$ cat config.mk
export PLATFORM = sky130hd
export DESIGN_NAME = ps_bc_slct_seq_flat
export DESIGN_NICKNAME = d
export VERILOG_FILES = /design/src/rtl/ps_bc_slct_if.sv /design/src/rtl/ps_bc_slct_seq.sv /design/src/flat_wrapper.sv
export SDC_FILE = /design/constraint.sdc
export NUM_CORES = 1
export LEC_CHECK = 0
export ABC_AREA = 1
export CORE_ASPECT_RATIO = 1.2
export CORE_MARGIN = 5
export CORE_UTILIZATION = 41
export DETAILED_ROUTE_END_ITERATION = 12
export GPL_TIMING_DRIVEN = 0
export PLACE_DENSITY = 0.83
export REMOVE_ABC_BUFFERS = 1
export SLEW_MARGIN = 10
export SYNTH_ARGS = -nofsm -noshare
export SYNTH_HDL_FRONTEND = slang
export SYNTH_SLANG_ARGS = --single-unit
$ cat constraint.sdc
create_clock -name clk -period 2.25 [get_ports clk]
set_input_delay 0.3375 -clock clk [delete_from_list [all_inputs] [get_ports clk]]
set_output_delay 0.3375 -clock clk [all_outputs]
set_load 0.005 [all_outputs]
$ cat src/rtl/ps_bc_slct_if.sv
// Instruction flags, burst/address inputs and select outputs of the
// bus-select sequencer.
interface ps_bc_slct_if #(
  parameter int ADDR_W  = 8,
  parameter int BURST_W = 3
);
  logic               ps_stall;
  logic               ps_imminst;
  logic               ps_popstck;
  logic               ps_pshstck;
  logic               ps_dminst;
  logic               ps_urgtrnsinst;
  logic               ps_dm_wrb;
  logic [BURST_W-1:0] ps_burst_len;
  logic [ADDR_W-1:0]  ps_ureg1_add;
  logic [ADDR_W-1:0]  ps_ureg2_add;
  logic [1:0]         ps_bc_drr_slct;
  logic [1:0]         ps_bc_di_slct;
  logic               ps_bc_busy;
  logic               ps_bc_vld;

  modport master (
    output ps_stall, ps_imminst, ps_popstck, ps_pshstck, ps_dminst,
           ps_urgtrnsinst, ps_dm_wrb, ps_burst_len, ps_ureg1_add, ps_ureg2_add,
    input  ps_bc_drr_slct, ps_bc_di_slct, ps_bc_busy, ps_bc_vld
  );

  modport slave (
    input  ps_stall, ps_imminst, ps_popstck, ps_pshstck, ps_dminst,
           ps_urgtrnsinst, ps_dm_wrb, ps_burst_len, ps_ureg1_add, ps_ureg2_add,
    output ps_bc_drr_slct, ps_bc_di_slct, ps_bc_busy, ps_bc_vld
  );
endinterface

$ cat src/rtl/ps_bc_slct_seq.sv
// Bus-select sequencer: decodes one instruction per unstalled IDLE cycle into
// a data-register-read select (registered, latency 1) and a data-input select
// (delayed through a DI_DLY-deep shift register). Push/pop with a burst
// length above one re-issue the captured selects once per remaining word.
module ps_bc_slct_seq #(
  parameter int ADDR_W  = 8,
  parameter int DI_DLY  = 1,
  parameter int BURST_W = 3
) (
  input logic           clk,
  input logic           reset,
  ps_bc_slct_if.slave   bus
);

  typedef enum logic {S_IDLE, S_BURST} state_t;

  state_t                   r_state, w_state_nxt;
  logic [BURST_W-1:0]       r_cnt, w_cnt_nxt;
  logic [1:0]               r_drr, w_drr_nxt;
  logic                     r_vld, w_vld_nxt;
  logic                     r_busy;
  logic [DI_DLY-1:0][1:0]   r_di;
  logic [1:0]               w_di0_nxt;
  logic                     w_shift;

  logic [1:0]               w_dec_drr, w_dec_di;
  logic                     w_dec_vld, w_dec_bst;
  logic                     w_len_gt1;

  // Register-group map on the top four address bits.
  function automatic logic [1:0] grp_map(input logic [ADDR_W-1:0] a);
    logic [3:0] g;
    g = a[ADDR_W-1 -: 4];
    case (g)
      4'd0:       return 2'b10;
      4'd6, 4'd7: return 2'b01;
      4'd1, 4'd2: return 2'b00;
      default:    return 2'b11;
    endcase
  endfunction

  // A length of 0 counts as 1, so only lengths of 2 and up start a burst.
  assign w_len_gt1 = bus.ps_burst_len > BURST_W'(1);

  // Priority decode of the instruction flags; lower-priority flags are dropped.
  // In the shared DM-write/push branch a burst starts only when push is set.
  always_comb begin
    w_dec_drr = 2'b11;
    w_dec_di  = 2'b11;
    w_dec_vld = 1'b0;
    w_dec_bst = 1'b0;
    if (bus.ps_imminst) begin
      w_dec_drr = 2'b11;
      w_dec_di  = 2'b10;
      w_dec_vld = 1'b1;
    end else if (bus.ps_popstck) begin
      w_dec_drr = 2'b01;
      w_dec_di  = 2'b01;
      w_dec_vld = 1'b1;
      w_dec_bst = w_len_gt1;
    end else if (bus.ps_dminst && !bus.ps_dm_wrb) begin
      w_dec_drr = 2'b11;
      w_dec_di  = 2'b00;
      w_dec_vld = 1'b1;
    end else if (bus.ps_dminst || bus.ps_pshstck) begin
      w_dec_drr = grp_map(bus.ps_ureg1_add);
      w_dec_di  = 2'b01;
      w_dec_vld = 1'b1;
      w_dec_bst = bus.ps_pshstck && w_len_gt1;
    end else if (bus.ps_urgtrnsinst) begin
      w_dec_drr = grp_map(bus.ps_ureg2_add);
      w_dec_di  = 2'b01;
      w_dec_vld = 1'b1;
    end
  end

  // Next-state and output selection; a stall holds everything and drops vld.
  // During a burst the drr register and di stage 0 already hold the captured
  // pair, so re-issue simply reloads them.
  always_comb begin
    w_state_nxt = r_state;
    w_cnt_nxt   = r_cnt;
    w_drr_nxt   = r_drr;
    w_di0_nxt   = r_di[0];
    w_vld_nxt   = 1'b0;
    w_shift     = 1'b0;
    if (!bus.ps_stall) begin
      w_shift = 1'b1;
      case (r_state)
        S_IDLE: begin
          w_drr_nxt = w_dec_drr;
          w_di0_nxt = w_dec_di;
          w_vld_nxt = w_dec_vld;
          if (w_dec_bst) begin
            w_state_nxt = S_BURST;
            w_cnt_nxt   = bus.ps_burst_len - BURST_W'(1);
          end
        end
        S_BURST: begin
          w_vld_nxt = 1'b1;
          w_cnt_nxt = r_cnt - BURST_W'(1);
          if (r_cnt == BURST_W'(1)) w_state_nxt = S_IDLE;
        end
        default: w_state_nxt = S_IDLE;
      endcase
    end
  end

  // State, counter, select registers and the di delay line.
  always_ff @(posedge clk) begin
    if (reset) begin
      r_state <= S_IDLE;
      r_cnt   <= '0;
      r_drr   <= 2'b11;
      r_vld   <= 1'b0;
      r_busy  <= 1'b0;
      r_di    <= '1;
    end else begin
      r_state <= w_state_nxt;
      r_cnt   <= w_cnt_nxt;
      r_drr   <= w_drr_nxt;
      r_vld   <= w_vld_nxt;
      r_busy  <= (w_state_nxt == S_BURST);
      if (w_shift) begin
        r_di[0] <= w_di0_nxt;
        for (int i = 1; i < DI_DLY; i++) r_di[i] <= r_di[i-1];
      end
    end
  end

  assign bus.ps_bc_drr_slct = r_drr;
  assign bus.ps_bc_di_slct  = r_di[DI_DLY-1];
  assign bus.ps_bc_busy     = r_busy;
  assign bus.ps_bc_vld      = r_vld;

endmodule

$ cat src/flat_wrapper.sv
// flat-port wrapper written by rule: the top's interface ports become plain ports
module ps_bc_slct_seq_flat 
#(
  parameter int ADDR_W  = 8,
  parameter int DI_DLY  = 1,
  parameter int BURST_W = 3
)
  (clk, reset, bus_ps_stall, bus_ps_imminst, bus_ps_popstck, bus_ps_pshstck, bus_ps_dminst, bus_ps_urgtrnsinst, bus_ps_dm_wrb, bus_ps_burst_len, bus_ps_ureg1_add, bus_ps_ureg2_add, bus_ps_bc_drr_slct, bus_ps_bc_di_slct, bus_ps_bc_busy, bus_ps_bc_vld);
  ps_bc_slct_if #(.ADDR_W(ADDR_W), .BURST_W(BURST_W)) bus_i ();
  input logic clk;
  input logic reset;
  input wire logic [$bits(bus_i.ps_stall)-1:0] bus_ps_stall;
  input wire logic [$bits(bus_i.ps_imminst)-1:0] bus_ps_imminst;
  input wire logic [$bits(bus_i.ps_popstck)-1:0] bus_ps_popstck;
  input wire logic [$bits(bus_i.ps_pshstck)-1:0] bus_ps_pshstck;
  input wire logic [$bits(bus_i.ps_dminst)-1:0] bus_ps_dminst;
  input wire logic [$bits(bus_i.ps_urgtrnsinst)-1:0] bus_ps_urgtrnsinst;
  input wire logic [$bits(bus_i.ps_dm_wrb)-1:0] bus_ps_dm_wrb;
  input wire logic [$bits(bus_i.ps_burst_len)-1:0] bus_ps_burst_len;
  input wire logic [$bits(bus_i.ps_ureg1_add)-1:0] bus_ps_ureg1_add;
  input wire logic [$bits(bus_i.ps_ureg2_add)-1:0] bus_ps_ureg2_add;
  output wire logic [$bits(bus_i.ps_bc_drr_slct)-1:0] bus_ps_bc_drr_slct;
  output wire logic [$bits(bus_i.ps_bc_di_slct)-1:0] bus_ps_bc_di_slct;
  output wire logic [$bits(bus_i.ps_bc_busy)-1:0] bus_ps_bc_busy;
  output wire logic [$bits(bus_i.ps_bc_vld)-1:0] bus_ps_bc_vld;
  assign bus_i.ps_stall = bus_ps_stall;
  assign bus_i.ps_imminst = bus_ps_imminst;
  assign bus_i.ps_popstck = bus_ps_popstck;
  assign bus_i.ps_pshstck = bus_ps_pshstck;
  assign bus_i.ps_dminst = bus_ps_dminst;
  assign bus_i.ps_urgtrnsinst = bus_ps_urgtrnsinst;
  assign bus_i.ps_dm_wrb = bus_ps_dm_wrb;
  assign bus_i.ps_burst_len = bus_ps_burst_len;
  assign bus_i.ps_ureg1_add = bus_ps_ureg1_add;
  assign bus_i.ps_ureg2_add = bus_ps_ureg2_add;
  assign bus_ps_bc_drr_slct = bus_i.ps_bc_drr_slct;
  assign bus_ps_bc_di_slct = bus_i.ps_bc_di_slct;
  assign bus_ps_bc_busy = bus_i.ps_bc_busy;
  assign bus_ps_bc_vld = bus_i.ps_bc_vld;
  ps_bc_slct_seq #(.ADDR_W(ADDR_W), .DI_DLY(DI_DLY), .BURST_W(BURST_W)) u_core (.clk(clk), .reset(reset), .bus(bus_i));
endmodule
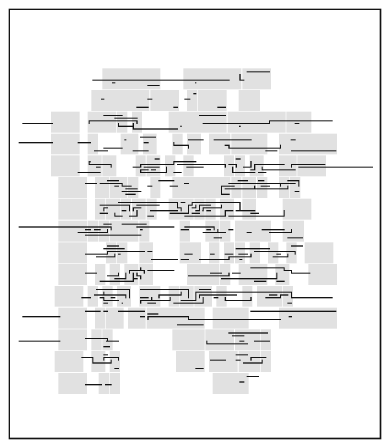
**Above:** met1 routing.
(8 px per um)
- share of all routed wire: 38%
- main direction: horizontal
- wire length on this layer: 575 um

==> results.cfg <==
; flow metrics
[final_timing]
final.setup_skew_ns = 0.00685
setup_viol = 0
maxSlewViolCount = 0
rsz0062_at_grt = false
slew_headroom = 0.764
fmax_ghz = 0.612

[logic_synthesis]
yosysWarnings = 0
synth-cells-yosys = 99
syn_area_um2 = 646

[floorplan]
pin_count = 34

[status]
status = completed

[drt]
vias = 707
top_layer = met4
finalWirelength_um = 1510
drc = 0
route.met3.wl_um = 99

[worst_setup_path]
crit_family = buffers and inverters
critPathKind = reg2out
crit_path_cell_trace = clkdlybuf4s50_1

[grt]
grt_usage = 0.139
antenna_found_initial = 0

[clock_tree]
ctsResizeCount = 0

[power]
swShare = 0.287

[flow_run]
warnings = 35
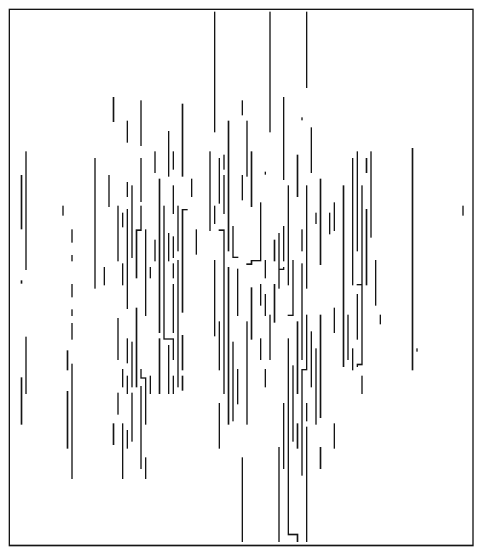
**Above:** signal wires on met2.
(10 px per um)
- longest straight run: 22.1 um
- share of all routed wire: 53%
- main direction: vertical
- nets with wire on the layer: 126
- wire length on this layer: 800 um

worst paths after layout:
kind                                       end                    startpoint  depth (start not counted)
setup / recovery                bus_ps_bc_busy                u_core.r_state                          1
hold / removal    u_core.bus.ps_bc_drr_slct[1]  u_core.bus.ps_bc_drr_slct[1]                          2
setup reg to reg               u_core.r_cnt[2]               u_core.r_cnt[0]                          7
hold reg to reg   u_core.bus.ps_bc_drr_slct[1]  u_core.bus.ps_bc_drr_slct[1]                          2
state kept, by name, summed over array words and instances, names as in the netlist:
register,count
u_core.r_state,1
u_core.bus.ps_bc_di_slct,2
u_core.bus.ps_bc_drr_slct,2
u_core.r_cnt,3
u_core.bus.ps_bc_vld,1
cell type report:
type                            count  area [um^2]
Fill cell                         150          520
Tap cell                           17         21.3
Timing Repair Buffer               25          250
Inverter                           18         70.1
Multi-Input combinational cell     72          395
Sequential cell                     9          180
Clock buffer                        4         26.3
cell usage after synthesis:
library cell,number,area (um^2)
xor2_1,2,17.5
a21oi_1,9,45.0
o22ai_1,1,6.26
inv_4,1,6.26
ha_1,4,50.1
nor3_1,1,5.00
inv_2,1,3.75
nand2_4,2,22.5
a21oi_2,1,8.76
nor2_2,1,6.26
dfxtp_1,9,180
nand3_1,8,40.0
o31ai_1,1,7.51
nand2_2,1,6.26
nand3_2,1,10.0
o21ai_1,2,10.0
inv_1,16,60.1
o311ai_0,1,8.76
nand4_1,2,12.5
nor2_1,13,48.8
nand2_1,20,75.1
nand3b_1,1,7.51
o21bai_1,1,7.51
cells by family after synthesis:
| logic type | after synthesis |
|---|---|
| and+or+nand+nor | 50 |
| buffers and inverters | 18 |
| AOI/OAI and AO/OA | 16 |
| DFF | 9 |
| adders and majority gates | 4 |
| xor gates and xnor gates | 2 |
per-layer routing:
metal | vias up | GRT usage
li1 | 373 | -
met1 | 309 | 0.133
met2 | 21 | 0.266
met3 | 4 | 0.0238
met4 | 0 | 0.0711
met5 | - | 0
tightest hold or removal path: cells and delay by family (launching register included):
| kind | cells | cell delay, ns |
|---|---|---|
| DFF | 1 | 0.33 |
| and+or+nand+nor | 1 | 0.05 |
| AOI/OAI and AO/OA | 1 | 0.06 |
power by group through the flow:
stage | Combinational, mW | Clock (mW) | Sequential (mW)
final | 0.133 | 0.123 | 0.178
after global routing | 0.151 | 0.136 | 0.179
after CTS | 0.135 | 0.131 | 0.178
after detailed placement | 0.134 | 0 | 0.182
after global placement | 0.130 | 0 | 0.181
after floorplan | 0.0681 | 0 | 0.181
metrics by stage:
| stage | hold slack [ns] | std cells | setup slack [ns] | area (um^2) |
|---|---|---|---|---|
| after CTS | 0.475 | 145 | 0.608 | 943 |
| after floorplan | 0.400 | 99 | 1.13 | 646 |
| final | 0.470 | 145 | 0.616 | 943 |
| after global placement | 0.454 | 141 | 0.574 | 917 |
| after global routing | 0.500 | 145 | 0.546 | 943 |
| after detailed placement | 0.458 | 141 | 0.520 | 917 |
No activity file was given, so power comes from the tool's default toggle rates.
